--- src/rtl/icache_inv_scheduler.sv ---
`default_nettype none
// ============================================================================
// Module      : icache_inv_scheduler
// Description : Queues per-line icache invalidations raised by stores to
//               instruction memory and runs full-cache flush sweeps on
//               fence.i. Invalidations are presented to the tag banks only
//               when the fetch path is not using them.
// Revision    : 1.0 - initial release
// ============================================================================
module icache_inv_scheduler #(
  parameter int DEPTH      = 4,
  parameter int LINES      = 512,
  parameter int SUB_LINE_W = 3
) (
  input  logic        clk,
  input  logic        rst,
  input  logic        inv_push,
  input  logic [29:0] inv_push_addr,
  output logic        inv_full,
  input  logic        flush_req,
  input  logic        fetch_busy,
  output logic        tag_inv_valid,
  output logic [29:0] tag_inv_addr,
  input  logic        tag_inv_ack,
  output logic        flush_busy,
  output logic        flush_done,
  output logic        queue_empty
);

  localparam int PTR_W  = $clog2(DEPTH);
  localparam int CNT_W  = PTR_W + 1;
  localparam int LINE_W = $clog2(LINES);
  localparam int TAG_W  = 30 - SUB_LINE_W;
  localparam int PAD_W  = 30 - LINE_W - SUB_LINE_W;

  typedef enum logic [1:0] {
    S_IDLE  = 2'd0,
    S_ISSUE = 2'd1,
    S_FLUSH = 2'd2
  } state_t;

  state_t            r_state, w_state_nxt;
  logic [TAG_W-1:0]  r_mem [DEPTH];
  logic [PTR_W-1:0]  r_wptr, r_rptr, r_flush_wptr;
  logic [CNT_W-1:0]  r_count, r_sub_cnt, w_count_nxt;
  logic [LINE_W-1:0] r_sweep, w_sweep_nxt, w_sweep_inc;
  logic [29:0]       r_addr, w_addr_nxt;
  logic              r_valid, w_valid_nxt;
  logic              r_pending, w_pending_nxt;
  logic              r_done, w_done_nxt;
  logic              r_full;
  logic              w_pop, w_flush_start, w_flush_end;
  logic              w_ack, w_tail_live, w_coalesce, w_push_ok;
  logic [TAG_W-1:0]  w_push_line;
  logic [PTR_W-1:0]  w_tail_ptr;
  logic              w_unused_bits;

  assign w_push_line   = inv_push_addr[29:SUB_LINE_W];
  assign w_unused_bits = ^inv_push_addr[SUB_LINE_W-1:0];
  assign w_tail_ptr    = r_wptr - PTR_W'(1);
  assign w_sweep_inc   = r_sweep + LINE_W'(1);
  assign w_ack         = tag_inv_ack & r_valid;

  // The tail may be merged only if it is still waiting: not the in-flight
  // head, and not an entry that the running sweep is about to subsume.
  assign w_tail_live = (r_count != '0)
                     && !((r_state == S_ISSUE) && (r_count == CNT_W'(1)))
                     && !((r_state == S_FLUSH) && (r_wptr == r_flush_wptr));
  assign w_coalesce  = w_tail_live && (r_mem[w_tail_ptr] == w_push_line);
  assign w_push_ok   = inv_push && (r_count != CNT_W'(DEPTH)) && !w_coalesce;

  // Next-state and next-output decode for the issue/flush sequencer.
  always_comb begin
    w_state_nxt   = r_state;
    w_valid_nxt   = r_valid;
    w_addr_nxt    = r_addr;
    w_sweep_nxt   = r_sweep;
    w_pending_nxt = r_pending | flush_req;
    w_done_nxt    = 1'b0;
    w_pop         = 1'b0;
    w_flush_start = 1'b0;
    w_flush_end   = 1'b0;
    case (r_state)
      S_IDLE: begin
        if (r_pending) begin
          w_state_nxt   = S_FLUSH;
          w_sweep_nxt   = '0;
          w_addr_nxt    = '0;
          w_valid_nxt   = !fetch_busy;
          w_pending_nxt = 1'b0;
          w_flush_start = 1'b1;
        end else if ((r_count != '0) && !fetch_busy) begin
          w_state_nxt = S_ISSUE;
          w_valid_nxt = 1'b1;
          w_addr_nxt  = {r_mem[r_rptr], {SUB_LINE_W{1'b0}}};
        end
      end
      S_ISSUE: begin
        // Once presented, the request stays up until the banks take it.
        if (w_ack) begin
          w_pop       = 1'b1;
          w_valid_nxt = 1'b0;
          w_state_nxt = S_IDLE;
        end
      end
      S_FLUSH: begin
        w_pending_nxt = 1'b0;
        if (flush_req) begin
          w_sweep_nxt = '0;
          w_addr_nxt  = '0;
          w_valid_nxt = !fetch_busy || (r_valid && !w_ack);
        end else if (w_ack) begin
          if (r_sweep == LINE_W'(LINES - 1)) begin
            w_done_nxt  = 1'b1;
            w_valid_nxt = 1'b0;
            w_flush_end = 1'b1;
            w_state_nxt = S_IDLE;
          end else begin
            w_sweep_nxt = w_sweep_inc;
            w_addr_nxt  = {{PAD_W{1'b0}}, w_sweep_inc, {SUB_LINE_W{1'b0}}};
            w_valid_nxt = !fetch_busy;
          end
        end else if (!r_valid) begin
          w_valid_nxt = !fetch_busy;
        end
      end
      default: begin
        w_state_nxt = S_IDLE;
        w_valid_nxt = 1'b0;
      end
    endcase
  end

  // Queue occupancy: entries present at sweep start are dropped at its end.
  always_comb begin
    if (w_flush_end)
      w_count_nxt = r_count - r_sub_cnt + CNT_W'(w_push_ok);
    else
      w_count_nxt = r_count + CNT_W'(w_push_ok) - CNT_W'(w_pop);
  end

  // Sequencer state and registered tag-port outputs.
  always_ff @(posedge clk) begin
    if (rst) begin
      r_state   <= S_IDLE;
      r_valid   <= 1'b0;
      r_addr    <= '0;
      r_sweep   <= '0;
      r_pending <= 1'b0;
      r_done    <= 1'b0;
    end else begin
      r_state   <= w_state_nxt;
      r_valid   <= w_valid_nxt;
      r_addr    <= w_addr_nxt;
      r_sweep   <= w_sweep_nxt;
      r_pending <= w_pending_nxt;
      r_done    <= w_done_nxt;
    end
  end

  // Queue pointers, count and the sweep-start snapshot.
  always_ff @(posedge clk) begin
    if (rst) begin
      r_wptr       <= '0;
      r_rptr       <= '0;
      r_count      <= '0;
      r_full       <= 1'b0;
      r_flush_wptr <= '0;
      r_sub_cnt    <= '0;
    end else begin
      if (w_push_ok)
        r_wptr <= r_wptr + PTR_W'(1);
      if (w_flush_end)
        r_rptr <= r_flush_wptr;
      else if (w_pop)
        r_rptr <= r_rptr + PTR_W'(1);
      if (w_flush_start) begin
        r_flush_wptr <= r_wptr;
        r_sub_cnt    <= r_count;
      end
      r_count <= w_count_nxt;
      r_full  <= (w_count_nxt == CNT_W'(DEPTH));
    end
  end

  // Queue storage; contents are only meaningful below the count.
  always_ff @(posedge clk) begin
    if (w_push_ok)
      r_mem[r_wptr] <= w_push_line;
  end

  assign inv_full      = r_full;
  assign tag_inv_valid = r_valid;
  assign tag_inv_addr  = r_addr;
  assign flush_busy    = r_pending | (r_state == S_FLUSH);
  assign flush_done    = r_done;
  assign queue_empty   = (r_count == '0) & !r_valid & !flush_busy;

endmodule
`default_nettype wire

--- config.mk ---
export PLATFORM = sky130hd
export DESIGN_NAME = icache_inv_scheduler
export DESIGN_NICKNAME = d
export VERILOG_FILES = /design/src/rtl/icache_inv_scheduler.sv
export SDC_FILE = /design/constraint.sdc
export NUM_CORES = 1
export LEC_CHECK = 0
export ABC_AREA = 1
export CORE_MARGIN = 2
export CORE_UTILIZATION = 58
export CTS_CLUSTER_DIAMETER = 120
export DETAILED_ROUTE_END_ITERATION = 7
export PLACE_DENSITY = 0.84
export SLEW_MARGIN = 0
export SYNTH_ARGS = -nofsm -noshare
export SYNTH_HDL_FRONTEND = slang
export SYNTH_SLANG_ARGS = --single-unit
export TNS_END_PERCENT = 10
--- constraint.sdc ---
create_clock -name clk -period 5.2 [get_ports clk]
set_clock_uncertainty 0.15 [all_clocks]
set_input_delay 1.04 -clock clk [delete_from_list [all_inputs] [get_ports clk]]
set_output_delay 1.04 -clock clk [all_outputs]
set_load 0.02 [all_outputs]
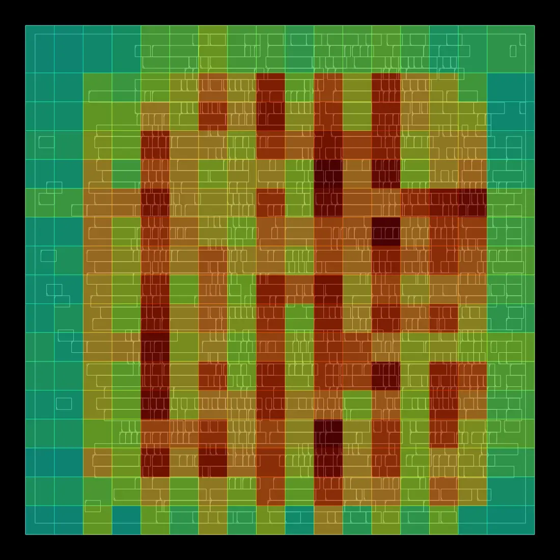
final_congestion.png
Final Core Density: 0.679
Global Route met1 Usage: 0.349

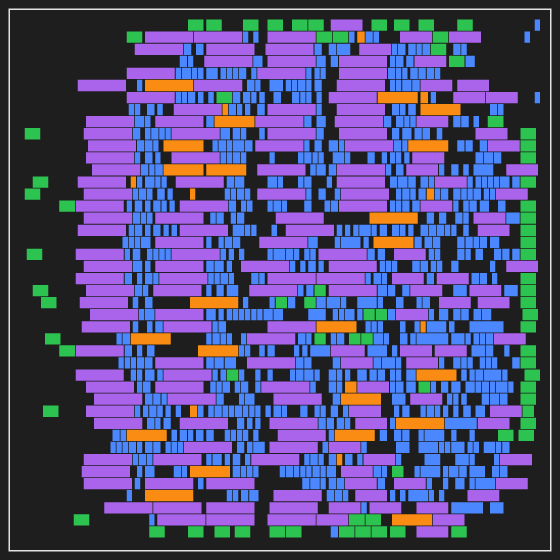
cell_classes.png
legend:
  green:
    class: other buffers and delay cells
    cells: 76
    share_of_their_area: 8.0%
  purple:
    class: flops
    cells: 164
    share_of_their_area: 48%
  orange:
    class: clock drivers and dummy loads
    cells: 32
    share_of_their_area: 6.8%
  blue:
    class: all other logic
    cells: 706
    share_of_their_area: 37%
sequential share of cell area: 0.469
core area: 0.0137 mm^2
Core Rows: 43

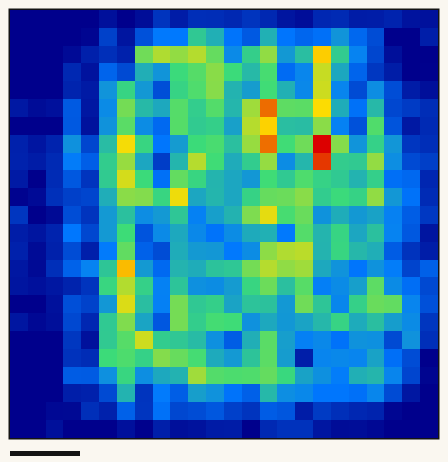
wire_density.png
Scale bar: 20 um. The die is cut into 24 by 24 equal tiles; dark blue is low, red is high, scaled to the fullest tile. Values are wire area over tile area, all layers added.
tiles over half the peak: 17%
fullest tile: 0.80
nearly empty tiles: 12%
mean over tiles: 0.22
DR WL/cell: 17.0 um
routed wire length: 19.7 mm
DR vias: 6,882
GRT Total Usage: 0.272

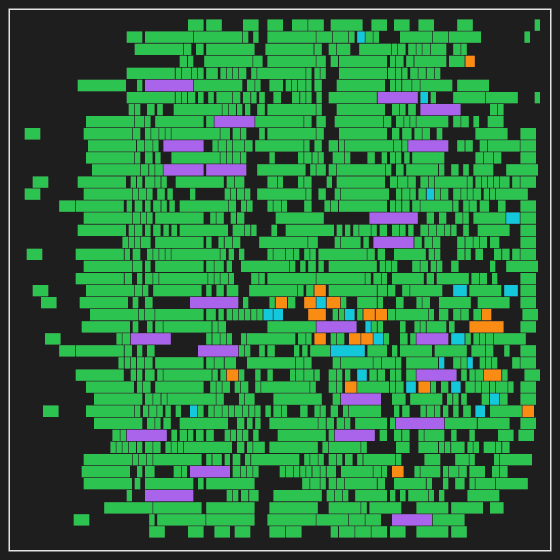
drive_strength.png
legend:
  purple:
    size: drive 6 and up
    cells: 23
    share: 2.4%
    most_used: clkbuf_16
  cyan:
    size: drive 2
    cells: 22
    share: 2.2%
    most_used: nor2_2
  orange:
    size: drive 3 to 4
    cells: 19
    share: 1.9%
    most_used: buf_4
  green:
    size: drive 1 or less
    cells: 914
    share: 93%
    most_used: nand2_1
Finished Cell Area: 0.00932 mm^2
nonclk buf count: 76
synthesis-to-finish area growth: 15.9%

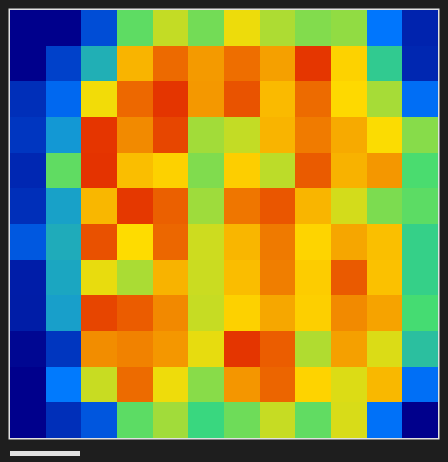
density.png
Scale bar: 20 um. The die is cut into 12 by 12 equal tiles; dark blue is low, red is high, 0 to 100% covered.
mean over tiles: 61%
nearly empty tiles: 4.9%
tiles over 75% full: 45%

==> results.toml <==
# generated from flow reports
[status]
outcome = "finished, final reports clean"

[global_route]
top_usage_layer = "met2"
first_global_vias = 6402
antenna_found_initial = 0

[final_timing]
slew_viol_final = 0
finalHoldViolations = 0
fin_hold_ws_ns = 0.314
fin_ws_ns = 1.13

[drt]
highest_layer = "met4"
viasPerCell = 5.94
drt-initial-drc-count = 964

[setup_path]
critical_path_buf_inv_count = 3
path_depth = 22
critPathCapture = "inv_full"
arrival_ns = 4.27
required_ns = 5.41
cp_cell_sequence = "inv_1, ha_1, buf_4, nand3_1, nand2_1, nand2_1, nand2_1, nand3_1, nor2_1, nand2_1, nor2_1, nand2_2, nand2_4, ha_1, inv_1, ha_1, fa_1, xnor2_1, and2_1, o22ai_1, nand2_1, nor2_1"

[place]
io_buffers = 64
post-place-cells = 1126
dpl_cell_area_mm2 = 0.00869

[finish]
n_all_inverters = 62
ff_count = 164
lay_top_cells = "nand2_1, edfxtp_1, nand3_1"
top_register = "r_mem"
layout_top_cell = "nand2_1"
logic_gates = 644

[power_and_ir_drop]
power_leader = "registers"
switching_share = 0.349
sequentialPower_mw = 1.76
pg_clk_mw = 1.33
p_leak_nw = 3.63
power_density_mw_per_mm2 = 495
p_switching_mw = 1.61

[cts]
cts.clk_slew.worst_paths_ns = 0.06
cts_resized = 0
clk_latency_ns = 0.42
cts_tree = "done"

[die]
die_h_um = 122

[synth]
ys_seq_share = 0.543
synth_area_per_cell_um2 = 8.76
top_cell = "nand2_1"
common_cells = "nand2_1, edfxtp_1, nand3_1"
